Design mastermind_engine_flat, sky130hd; sources not shown.
Fig. 1: zoomed window
Scale bar: 5 µm. Region (59, 59) to (79, 79) µm. Cells in gray, sequential cells in the stronger gray; small squares are vias.
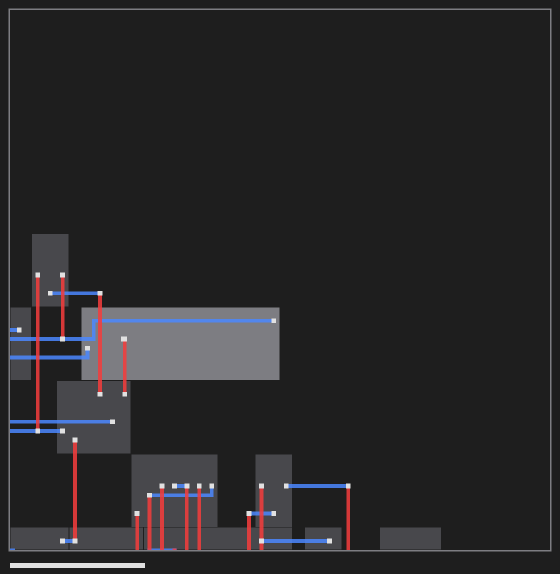
[blue] M1
[red] M2
sequential cells in the window: 1
cells with their middle in the window: 6

Fig. 2: wire density map
The die is cut into 19 by 19 equal tiles; white is low, dark blue is high, scaled to the fullest tile. Values are wire area over tile area, all layers added.
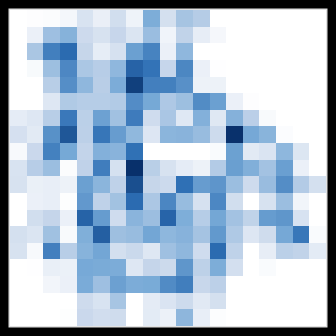
tiles over half the peak: 18%
nearly empty tiles: 29%
fullest tile: 0.31
emptiest ninth of the die: top right
final WL: 4440 µm
GR Util All Layers: 11.1%

Fig. 3: congestion heat map
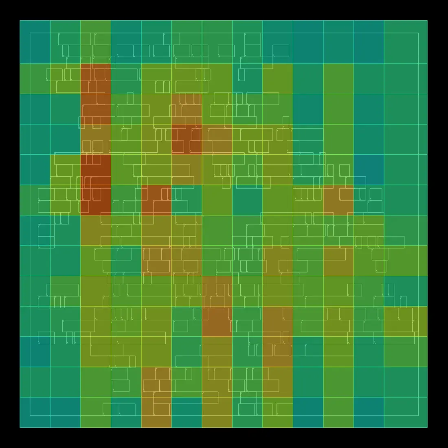
met2 Track Usage GR: 19.2%
Final Core Density: 37.9%
routing usage on met1: 14.4%
GR peak layer: met2
GR Util met3: 1.79%

Fig. 4: M1 wires
Scale bar: 20 µm. Cells faint in the background.
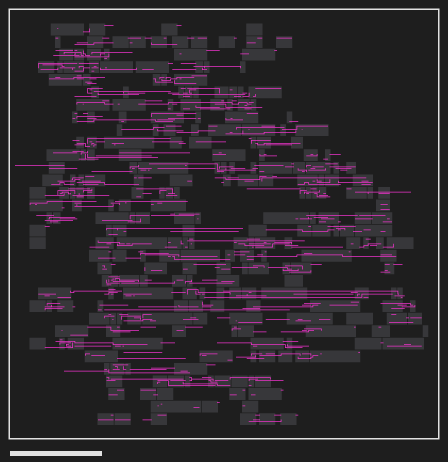
nets with wire on the layer: 284
wire length on this layer: 2110 µm
longest straight run: 40.0 µm
via count: 1619

==> flow_summary.yaml <==
# implementation run metrics
layout:
  layout_top_cells_excl_fill_tap: "clkdlybuf4s50_1, nor2_1, dfxtp_1"
  flop-count: 39
  regArea_um2: 896
  buf_share_pct: 12.0
  sh_seq_area_pct: 30.8
  clock_cell_area_share_pct: 2.88
  buffers_excl_clock: 36
  final-comb-area_mm2: 0.00139
  final_cells: 378
  nNetsFinal: 317
  n_clock_buffer: 5
  syn2layout_area_growth_pct: 23.6
  inverters: 18
  largestClassByArea: "logic gates"
placed_design:
  hpwl_um: 3530
  dpl_cell_area_mm2: 0.00278
  placedCellCount: 369
  io_buffer_count: 32
synthesis:
  syn_avg_cell_area_um2: 9.86
  synth_async_sr_flop_share_pct: 0
  xor_area_share_pct: 18.9
  synth.distinct_cells: 39
  common_cells: "nor2_1, dfxtp_1, nand2_1, xnor2_1, ha_1"
  yosys_warnings: 0
  synthAoiAreaFrac_pct: 6.59
  synth_nets: 281
  dominantRegCellSynth: "dfxtp_1"
  synth_top_area_share_pct: 23.8
  area_leaders: "dfxtp_1, edfxtp_1, ha_1"
  adder_share_pct: 12.3
  ys_cells: 239
  simple_gate_area_share_pct: 14.3
  syn_area_mm2: 0.00236
  syn-instance-count: 239
grt:
  antenna_found_initial: 0
  grt_pass1_vias: 1641
  grt_overflow: 0
  grt_start_max_net_pins: 18
setup_path:
  critPathRequiredTime_ps: 4170
  path_cells: "xnor2_1, and2_1, ha_1, xnor2_4, inv_1, ha_1, mux2_2, ha_1, nor2b_1, a211o_1, a21o_1, fa_1, xnor2_1, nand2_1, xor2_1, nor2_1"
  cp_max_fo: 8
  cp_common_cell: "ha_1"
  r2r_slack_ps: 230
  cp_slowest_cell: "fa_1"
  path_class: "flip-flop to flip-flop"
  path_buffers: 1
  crit_path_end_kind: "flip-flop"
  crit_cells: 16
final_timing:
  fin_crit_sh_pct: 94.2
  hold_slack_ps: 460
  worst_slack_ps: 233
  finalSetupViolCount: 0
  slew_headroom_pct: 44.3
  fmax_mhz: 265
  tightest_slew_ps: 834
  min_period_ps: 3770
drt:
  vias_per_cell: 4.28
  met2_length_um: 2210
  wl_met3_um: 77
  ant_nets: 0
  drc: 0
  wl_per_cell_um: 11.8
  met1Wirelength_um: 2110
  drt_iter0_markers: 40
clock_tree:
  cts_hold_buf: 0
  cts_resized: 0
  root_buffer: "clkbuf_8"
  path_clk_slew_ps: 80
  cts_buffer_depth: 2
  clock_sinks: 39
  cts_tree: "done"
  h-tree-depth: 2
  clk_latency_ps: 290
pwr:
  finalPower_mw: 2.21
  clock_power_uw: 259
  power_frac_clock_pct: 11.7
  power.switching_uw: 923
  comb_cell_power_mw: 1.45
  p_sw_share_pct: 41.8
hold_path:
  hold_depth: 2
  hold_path_class: "flip-flop to flip-flop"
die:
  taps: 102
  chipHeight_um: 92.6
  coreArea_mm2: 0.00769
  rows: 32
  fp_util_pct: 30.6
  die_w_um: 92.6
run:
  cap_violations: 0
run_status:
  status: "complete, no violations"
No activity file was given, so power comes from the tool's default toggle rates.
